==> images/final_placement.png <==
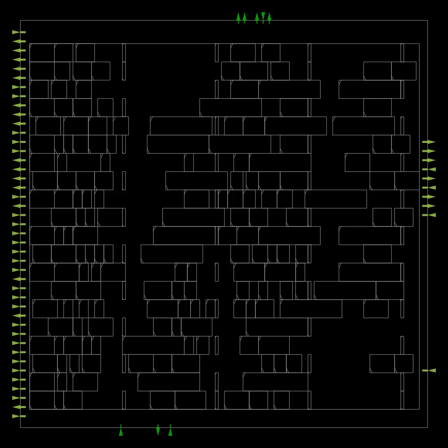
==> images/clock_map.png <==
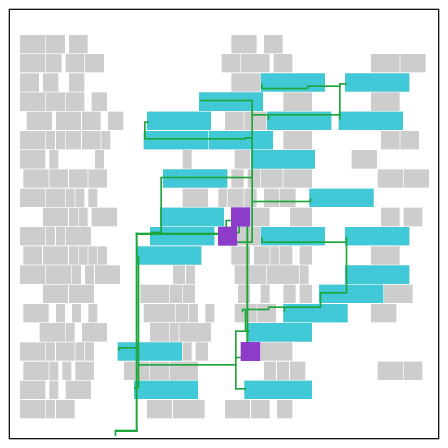
==> images/metal_stack.png <==
Scale bar: 20 um.
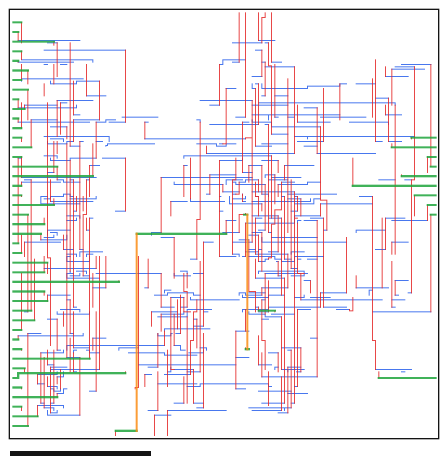
Design map_access_arbiter, sky130hd; sources not shown.
==> impl_metrics.csv <==
group,metric,value,unit
run_status,status,"finished, final reports clean",
clock_network,cts_repair_resize_count,0,
finish,comb_area,581,sq um
synth,topCellsByArea,"dfrtp_1 46%, nand2_1 9.7%, mux2_2 8.4%",
global_route,grt_pass1_vias,1153,
synth,xor_area_frac,0.0146,
floorplanning,rows,20,
worst_setup_path,cp_num_buf_inv,3,
synth,logic_family,"simple AND/OR/NAND/NOR gates",
placement,dp_hpwl,2290,um
finish,biggestCellCategory,"logic gates",
worst_setup_path,worstPathRequired,1.90,ns
synth,ys_cells,123,
global_route,grt_overflow,0,
power_and_ir_drop,pg_seq,0.423,mW
power_and_ir_drop,leakage,0.879,nW
clock_network,clock-sinks,23,
worst_setup_path,max_stage_delay,0.39,ns
synth,synth_warnings,6,
power_and_ir_drop,peakVddDrop,0.000164,V
synth,synthCells,123,
drt,viasPerCell,4.80,
final_timing,slew_headroom,0.662,
finish,fin_area,1820,sq um
finish,nets,226,
placement,placedCellCount,226,
clock_network,cts_setup_buffers,0,
floorplanning,die_h,60.6,um
final_timing,period_needed,2.70,ns
synth,seq_area_frac_synth,0.480,
synth,edf_count,0,
synth,ys_sh_aoi,0.0781,
placement,placed_area,1790,sq um
drt,initialDrtViolationCount,18,
power_and_ir_drop,power.group.top,"sequential cells",
clock_network,clk_path_buf_depth,2,
placement,place_ws,0.0783,ns
placement,port_buffers,60,
drt,dr.pass1.iters,4,
drt,highest-signal-layer,"met4",
synth,fp_nets,162,
clock_network,cts_buffers,3,
power_and_ir_drop,seqPwrFrac,0.524,
drt,met1_length,1120,um
drt,dr_wl_met2,1450,um
finish,lay_top_count,"clkdlybuf4s50_1",
worst_setup_path,setup.worst_path.start_class,"input pin",
finish,ff_latch_area,577,sq um
worst_setup_path,critPathMostFrequentCell,"nand2_1",
global_route,antenna_found_initial,0,
power_and_ir_drop,cellPowerDensity,443,nW/um^2
drt,ant_nets,0,
floorplanning,floorplan.core_util,0.381,
worst_setup_path,crit_path_top_delay_cell,"clkdlybuf4s50_1",
finish,drive_gt1_frac,0.220,
worst_setup_path,r2r_slack,0.86,ns
final_timing,fmax,0.371,GHz
power_and_ir_drop,swShare,0.321,
worst_setup_path,path_class,"input pin to output pin",
finish,final_util,0.577,
finish,clock_buffers,3,
finish,diodes,0,
final_timing,setup_tns,0,ns
synth,yosysMostFrequentCell,"nand2_1",
synth,top_area_cell,"dfrtp_1",
finish,inverters,6,
final_timing,grt_setup_unrepaired,"false",
drt,drt-total-wl,2830,um
finish,layout_top_cells,"37 x clkdlybuf4s50_1, 31 x nand2_1, 25 x buf_4, 22 x dfrtp_1, 9 x mux2_2",
finish,nNonClkBuffers,62,
final_timing,finalCritPeriodShare,0.964,
clock_network,cts_tree,"yes",
global_route,grt_pass1_wl,4620,um
final_timing,timing.final.ws_setup,0.102,ns
run,cap_violations,0,
synth,synth_area,1200,sq um
floorplanning,dieArea,3670,sq um
global_route,met1_usage,0.180,
final_timing,drv_slew,0,
finish,synthToLayoutAreaGrowth,51.6,%
worst_setup_path,cp_num_cells,6,
synth,ys.flop_type,"dfrtp_1",
finish,comb-cell-share,0.319,
final_timing,whs,0.273,ns
-- final_placement.png (at the start) --
FFs & Latches: 23
Post-Layout Cell Count: 230
# Taps: 44
Filler cells: 288
core box area: 3150 sq um

-- clock_map.png (at the start) --
[flip-flops] cyan | count: 23
[clock wires] green | length: 275 um
[cells driving clock nets] purple | count: 3
routed clock nets	4
Clk power: 0.154 mW
clk_lat worst skew: 0.31 ns
clock network fraction of total power: 0.191

-- metal_stack.png (at the start) --
layer	color	wire length
met3	green	206 um
met4	orange	46.9 um
met2	red	1450 um
met1	blue	1120 um
WL/cell: 12.3 um
Tot GR Track Use: 0.172

Power is estimated from default activity; no workload was simulated.
